### src/rtl/vga_pattern_generator.sv
`timescale 1ns/1ps
`default_nettype none
// ============================================================================
// Module   : vga_pattern_generator
// Purpose  : Self-timed VGA test-pattern source. Owns the h/v timing
//            counters, drives sync and RGB, and exports pixel coordinates.
//            Four run-time patterns (h-stripes, v-bars, checkerboard, solid)
//            with mode and palette latched only at frame start.
// Revision : 1.0 - initial release
// ============================================================================
module vga_pattern_generator #(
  parameter int H_VISIBLE = 640,
  parameter int H_FRONT   = 16,
  parameter int H_SYNC    = 96,
  parameter int H_BACK    = 48,
  parameter int V_VISIBLE = 480,
  parameter int V_FRONT   = 10,
  parameter int V_SYNC    = 2,
  parameter int V_BACK    = 33,
  parameter int SYNC_POL  = 0,
  parameter int COLOR_W   = 4,
  parameter int STRIPES   = 3,
  parameter int CELL_LOG2 = 5
) (
  input  logic                           clk,
  input  logic                           reset,
  input  logic [1:0]                     mode_in,
  input  logic                           mode_load,
  input  logic [STRIPES*3*COLOR_W-1:0]   palette_in,
  output logic                           vga_h_sync,
  output logic                           vga_v_sync,
  output logic [COLOR_W-1:0]             vga_R,
  output logic [COLOR_W-1:0]             vga_G,
  output logic [COLOR_W-1:0]             vga_B,
  output logic                           in_display_area,
  output logic [9:0]                     pix_x,
  output logic [9:0]                     pix_y,
  output logic                           frame_start
);

  localparam int H_TOTAL = H_VISIBLE + H_FRONT + H_SYNC + H_BACK;
  localparam int V_TOTAL = V_VISIBLE + V_FRONT + V_SYNC + V_BACK;
  localparam int HW      = $clog2(H_TOTAL);
  localparam int VW      = $clog2(V_TOTAL);
  localparam int PW      = 3 * COLOR_W;
  localparam int PAL_W   = STRIPES * PW;
  localparam int IW      = $clog2(STRIPES);

  localparam logic [HW-1:0] H_LAST   = HW'(H_TOTAL - 1);
  localparam logic [VW-1:0] V_LAST   = VW'(V_TOTAL - 1);
  localparam logic          SYNC_ACT = (SYNC_POL != 0);

  // Timing counters
  logic [HW-1:0]    h_cnt_q, h_cnt_d;
  logic [VW-1:0]    v_cnt_q, v_cnt_d;

  // Mode / palette staging
  logic [1:0]       pending_mode_q, pending_mode_d;
  logic [1:0]       active_mode_q, active_mode_d;
  logic [PAL_W-1:0] active_pal_q, active_pal_d;

  // Registered outputs
  logic             h_sync_q, h_sync_d;
  logic             v_sync_q, v_sync_d;
  logic             de_q, de_d;
  logic             frame_start_q, frame_start_d;
  logic [PW-1:0]    rgb_q, rgb_d;
  logic [9:0]       pix_x_q, pix_x_d;
  logic [9:0]       pix_y_q, pix_y_d;

  // Combinational helpers
  logic [31:0]      h_pos, v_pos;
  logic             at_origin;
  logic             visible;
  logic [1:0]       eff_mode;
  logic [PAL_W-1:0] eff_pal;
  logic [IW-1:0]    entry;

  assign h_pos     = 32'(h_cnt_q);
  assign v_pos     = 32'(v_cnt_q);
  assign at_origin = (h_cnt_q == '0) && (v_cnt_q == '0);
  assign visible   = (h_pos < H_VISIBLE) && (v_pos < V_VISIBLE);

  // Exact floor(pos*STRIPES/span): count the band boundaries k*span/STRIPES
  // that pos has reached, compared in the scaled domain to avoid division.
  function automatic logic [IW-1:0] band_index(input logic [31:0] pos,
                                               input int          span);
    logic [IW-1:0] idx;
    idx = '0;
    for (int k = 1; k < STRIPES; k++) begin
      if (pos * 32'(STRIPES) >= 32'(k) * 32'(span)) begin
        idx = idx + IW'(1);
      end
    end
    return idx;
  endfunction

  // Free-running raster counters: h wraps every line, v advances on h wrap
  always_comb begin
    h_cnt_d = h_cnt_q + HW'(1);
    v_cnt_d = v_cnt_q;
    if (h_cnt_q == H_LAST) begin
      h_cnt_d = '0;
      if (v_cnt_q == V_LAST) begin
        v_cnt_d = '0;
      end else begin
        v_cnt_d = v_cnt_q + VW'(1);
      end
    end
  end

  // Mode/palette staging: at the frame origin the pending values take effect
  // for that very pixel; a strobe on the origin cycle waits a full frame.
  always_comb begin
    pending_mode_d = mode_load ? mode_in : pending_mode_q;
    eff_mode       = at_origin ? pending_mode_q : active_mode_q;
    eff_pal        = at_origin ? palette_in : active_pal_q;
    active_mode_d  = eff_mode;
    active_pal_d   = eff_pal;
  end

  // Palette entry selection for the current pattern
  always_comb begin
    entry = '0;
    unique case (eff_mode)
      2'd0:    entry = band_index(v_pos, V_VISIBLE);
      2'd1:    entry = band_index(h_pos, H_VISIBLE);
      2'd2:    entry = IW'(h_pos[CELL_LOG2] ^ v_pos[CELL_LOG2]);
      default: entry = '0;
    endcase
  end

  // Next-state of the output register stage, all derived from one counter state
  always_comb begin
    h_sync_d      = ((h_pos >= H_VISIBLE + H_FRONT) &&
                     (h_pos <  H_VISIBLE + H_FRONT + H_SYNC)) ? SYNC_ACT : ~SYNC_ACT;
    v_sync_d      = ((v_pos >= V_VISIBLE + V_FRONT) &&
                     (v_pos <  V_VISIBLE + V_FRONT + V_SYNC)) ? SYNC_ACT : ~SYNC_ACT;
    de_d          = visible;
    rgb_d         = visible ? eff_pal[entry*PW +: PW] : '0;
    pix_x_d       = 10'(h_cnt_q);
    pix_y_d       = 10'(v_cnt_q);
    frame_start_d = at_origin;
  end

  // State and output registers; async assert, release restarts at (0,0)
  always_ff @(posedge clk or negedge reset) begin
    if (!reset) begin
      h_cnt_q        <= '0;
      v_cnt_q        <= '0;
      pending_mode_q <= '0;
      active_mode_q  <= '0;
      active_pal_q   <= '0;
      h_sync_q       <= ~SYNC_ACT;
      v_sync_q       <= ~SYNC_ACT;
      de_q           <= 1'b0;
      rgb_q          <= '0;
      pix_x_q        <= '0;
      pix_y_q        <= '0;
      frame_start_q  <= 1'b0;
    end else begin
      h_cnt_q        <= h_cnt_d;
      v_cnt_q        <= v_cnt_d;
      pending_mode_q <= pending_mode_d;
      active_mode_q  <= active_mode_d;
      active_pal_q   <= active_pal_d;
      h_sync_q       <= h_sync_d;
      v_sync_q       <= v_sync_d;
      de_q           <= de_d;
      rgb_q          <= rgb_d;
      pix_x_q        <= pix_x_d;
      pix_y_q        <= pix_y_d;
      frame_start_q  <= frame_start_d;
    end
  end

  assign vga_h_sync      = h_sync_q;
  assign vga_v_sync      = v_sync_q;
  assign vga_R           = rgb_q[PW-1 -: COLOR_W];
  assign vga_G           = rgb_q[2*COLOR_W-1 -: COLOR_W];
  assign vga_B           = rgb_q[COLOR_W-1 -: COLOR_W];
  assign in_display_area = de_q;
  assign pix_x           = pix_x_q;
  assign pix_y           = pix_y_q;
  assign frame_start     = frame_start_q;

endmodule
`default_nettype wire

### config.mk
export PLATFORM = sky130hd
export DESIGN_NAME = vga_pattern_generator
export DESIGN_NICKNAME = d
export VERILOG_FILES = /design/src/rtl/vga_pattern_generator.sv
export SDC_FILE = /design/constraint.sdc
export NUM_CORES = 1
export LEC_CHECK = 0
export CAP_MARGIN = 20
export CORE_AREA = 2 2 113 115
export DETAILED_ROUTE_END_ITERATION = 7
export DIE_AREA = 0 0 115 117
export GPL_ROUTABILITY_DRIVEN = 0
export PLACE_DENSITY = 0.69
export SETUP_SLACK_MARGIN = 0.5
export SLEW_MARGIN = 20
export SYNTH_ARGS = -nofsm -noshare
export SYNTH_HDL_FRONTEND = slang
export SYNTH_SLANG_ARGS = --single-unit
### constraint.sdc
create_clock -name clk -period 10.3 [get_ports clk]
set_input_delay 2.06 -clock clk [delete_from_list [all_inputs] [get_ports clk]]
set_output_delay 2.06 -clock clk [all_outputs]
set_load 0.005 [all_outputs]
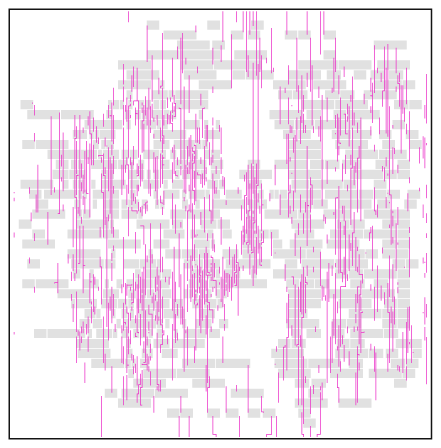
*Metal 2*
longest straight run: 33.1 um
wire length on this layer: 4750 um
nets with wire on the layer: 486
share of all routed wire: 46%
main direction: vertical
GRT met2 Usage: 26.4%
routed via count: 3449
Total Wirelength: 10400 um

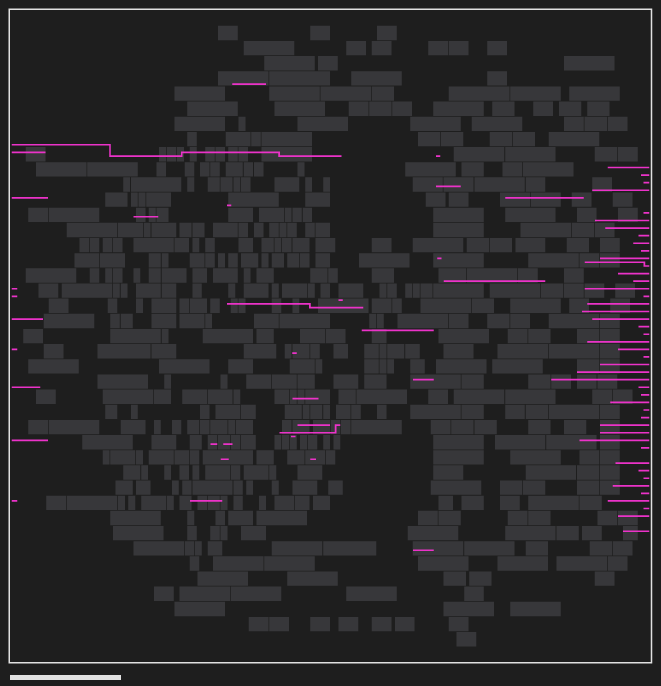
*The metal 3 layer*
The bar under the picture is 20 um long.
main direction: horizontal
share of all routed wire: 4.5%
wire length on this layer: 463 um

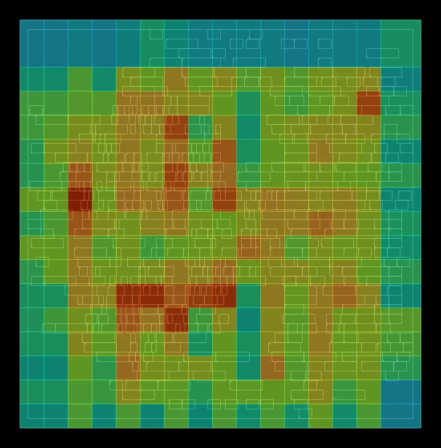
*Routing congestion map*
total global-route track usage: 16.3%
layer with the highest usage: met2
utilization after layout: 50.0%

[registers in the layout, indices dropped and copies added, names as in the netlist]
| name | flops |
|---|---|
| active_mode_q | 2 |
| active_pal_q | 36 |
| frame_start | 1 |
| h_cnt_q | 10 |
| in_display_area | 1 |
| pending_mode_q | 2 |
| pix_x | 10 |
| pix_y | 10 |
| pix_y_d | 10 |
| rgb_q | 12 |
| vga_h_sync | 1 |
| vga_v_sync | 1 |
[power groups by stage]
stage	Clock (mW)	Sequential, mW	Combinational [mW]
finish	0.367	0.393	0.0529
detailed placement	0	0.401	0.0538
global route	0.392	0.394	0.0583
global placement	0	0.400	0.0527
floorplan	0	0.400	0.0200
CTS	0.374	0.394	0.0541
[layout make-up]
class,instances,area (sq um)
fill,1101,6160
sequential,96,2400
multi-input combinational,290,2340
timing repair buffer,80,788
clock buffer,10,239
tap,150,188
inverter,28,105
clock inverter,6,90.1
[routing by layer]
metal  up-vias  part of all wire (%)  track usage [%]
li1       1667                     -                -
met1      1678                    48             22.0
met2        89                    46             26.4
met3        15                   4.5             2.78
met4         0                   1.8             6.83
met5         -                     0                0
[worst max-delay path by stage]
stage | to | cells after the start | from | slack (ps)
floorplan | rgb_q[10] | 17 | h_cnt_q[0] | 6730
global placement | rgb_q[7] | 17 | pix_y_d[1] | 6400
detailed placement | rgb_q[8] | 17 | pix_y_d[1] | 6390
CTS | rgb_q[8] | 16 | h_cnt_q[0] | 6360
global route | rgb_q[5] | 16 | h_cnt_q[0] | 6060
finish | rgb_q[8] | 16 | h_cnt_q[0] | 6360
[stage by stage]
step                area, sq um  total power [mW]  worst slack, ps  cells  hold WS, ps
floorplan                  4920             0.420             6730    428          403
CTS                        6150             0.821             6360    660          457
global route               6150             0.844             6060    660          477
finish                     6150             0.813             6360    660          454
global placement           5830             0.453             6400    644          427
detailed placement         5830             0.455             6390    644          432
[logic make-up after synthesis]
group                      Yosys count  share of synthesized area [%]
adders and majority gates           45                           11.7
DFF                                 96                           48.8
and+or+nand+nor                     89                           8.54
buffers and inverters               42                           3.66
AOI/OAI and AO/OA                   85                           11.3
muxes                               56                           13.2
xor gates and xnor gates            15                           2.67
==> results.txt <==
Here are the numbers from the latest Yosys + OpenROAD run.

In this run the critical path is formed by ha_1 > inv_1 > fa_1 > inv_1 > a21oi_1 > o21ai_1 > o31a_1 > a32oi_1 > o211ai_1 > nand3_1 > ha_1 > a311o_2 > o21ai_2 > buf_4 > mux2_1 > a32o_1. The first global-routing pass estimated between 15000 and 20000 um of wire. The worst-case register-to-register setup slack came out at roughly 6400 ps. The synth_stat.txt file lists the number of cells as around 430. The post-synth tally of flip-flops with integrated enable is 0.

The x dimension of the die is about 120 um. The cell type that accounts for the most area after synthesis is sky130_fd_sc_hd__dfrtp_1. The instance count of the mapped netlist is approximately 430.

Of the total power, the clock network draws 45.1%. The largest stage delay on the critical path is about 460 ps. The hold buffer count at CTS is 0. The number of distinct library cells after synthesis came out at roughly 48. The clock latency reported for the late side of the worst-skew pair came out at 350 ps. The count of endpoints failing setup in the final report is 0. Before any placement, the netlist area is recorded as between 0.004 and 0.005 sq mm.

The power report lists cell-internal power as ~640 uW. The number of remaining DRC errors came out at 0. The via-per-instance ratio is roughly 5.2. In this run the tightest slew margin relative to its limit is between 30% and 40%. The remaining antenna violation count is 0. For this run, the post-layout net count is roughly 590. TritonCTS built the clock tree. The sum of overflow across all layers after global routing is 0. In the CTS report, the clock slew at the register clock pins of the worst setup and hold paths is listed as about 70 ps. Counting only logic cells after layout, the most numerous master is sky130_fd_sc_hd__dfrtp_1. The buffer type at the clock tree root is sky130_fd_sc_hd__clkbuf_16. The maximum number of buffers from clock root to sink is 2.

The number of synthesis warnings came out at 0. The net switching share of the total power came out at 21.0%. The cell type of the slowest stage on the worst timing path is sky130_fd_sc_hd__dfrtp_1.

The critical hold path startpoint is h_cnt_q[1]. The maximum number of pins on one net before global-route repair came out at between 50 and 60. The worst setup path is of the register to register kind.

Synthesis produced a netlist with a net count of between 500 and 600. The number of buffers created by CTS came out at 9. The run reported a max-capacitance violation count of 0.

The post-detailed-route wirelength per cell is between 15 and 20 um. The vertical die dimension reported for this design is about 120 um. The worst hold path belongs to the class register to register. The flow ran to the end, and the final reports show no timing, DRC or antenna violations. The cell with the most instances after synthesis is sky130_fd_sc_hd__dfrtp_1. The number of global-route vias before repair came to 3543. The maximum fanout count along the critical path is 24. The reg-to-reg critical path startpoint is h_cnt_q[0]. The library cells used most frequently in the layout, excluding fill and tap cells, are sky130_fd_sc_hd__dfrtp_1 (94), sky130_fd_sc_hd__clkdlybuf4s50_1 (75), sky130_fd_sc_hd__ha_1 (43).

The arrival time reported for the critical path endpoint is roughly 4200 ps. The core outline area came out at around 0.012 sq mm. The flow reports an fmax of roughly 0.25 GHz. The summed negative setup slack over all endpoints came out at 0 ps. Setup repair after global routing left no endpoint under its margin. The endpoint required time on the critical path is 10540 ps. The number of standard-cell rows in the floorplan came out at slightly above 40.

Grouping stages by cell kind, the critical path spends the most delay in AND-OR/OR-AND gates. The post-DP HPWL came out at roughly 7400 um. The timing report notes that buffer and inverter cells on the critical path total 3. After synthesis, the most frequently instantiated cells are sky130_fd_sc_hd__dfrtp_1 (94), sky130_fd_sc_hd__ha_1 (43), sky130_fd_sc_hd__mux2_2 (36), sky130_fd_sc_hd__inv_1 (28), sky130_fd_sc_hd__nor2_1 (27).

The most used flip-flop cell after synthesis is sky130_fd_sc_hd__dfrtp_1. The repair_antennas step left the layout with diodes totalling 0. The reported leakage power is 2.67 nW. The combinational share of power is 6.5%.

The transition time recorded at the tightest slew-check pin is a little over 900 ps. The maximum ir drop on the vdd rail came out at around 0.000065 V. The count of input and output buffers is roughly 76. The number of hold-slack violations in the final timing report came out at 0. The die covers roughly 0.013 sq mm. The maximum clock skew at final layout came out at between 6 and 7 ps. STA classifies the critical path endpoint as a register. The fraction of post-synthesis cell area in the top cell type by area is between 40% and 50%.

The number of antenna violations at the first check in global routing came to 0. Per the CTS log, the maximum H-tree level is 3. The sequential area share after synthesis came out at 48.8%. After clock tree synthesis, the repair step resized 0 gates. In the log, the iteration count for the first detailed-route pass is 5. Looking at the hold checks, the worst path lands on pix_x[1]. The synthesized area per cell came out at between 10 and 15 sq um.

For this design, the sink count on the clock tree is around 96. The sequential share of power came out at between 40% and 50%. The worst hold path was traced through 0 stages. The count of pins over their slew limit came out at 0. The worst setup path is launched from a register. The shortest period the worst path allows came out at a little under 4000 ps.

The power spent charging and discharging nets is 170 uW. The power density normalized to cell area is about 130 mW/mm^2. The stat command in Yosys gives a chip area of between 0.004 and 0.005 sq mm. The async set or reset register ratio after synthesis is 100%. The worst flop-to-flop path endpoint is rgb_q[8]. The synthesis-to-layout area growth is 25.0%. The detailed router's first-iteration violation count is 155. The layout cell share with drive strength beyond 1 is a little over an eighth. By area the synthesized netlist is led by sky130_fd_sc_hd__dfrtp_1 (48%), sky130_fd_sc_hd__ha_1 (11%), sky130_fd_sc_hd__mux2_2 (8.2%).

Per the synth log, the flip-flop and latch total comes to 96. The top-level I/O count came out at roughly 77. The post-CTS setup-driven buffer insertion count is 0.

The share of the cycle needed by the critical path after routing came out at between 30% and 40%. The number of logged tool warnings came out at ~50. Measured in cells, the most critical reg-to-reg path has a length of 16. Once the floorplan was initialized, standard cells occupied about two fifths of the core.
Power and IR drop assume default switching activity.
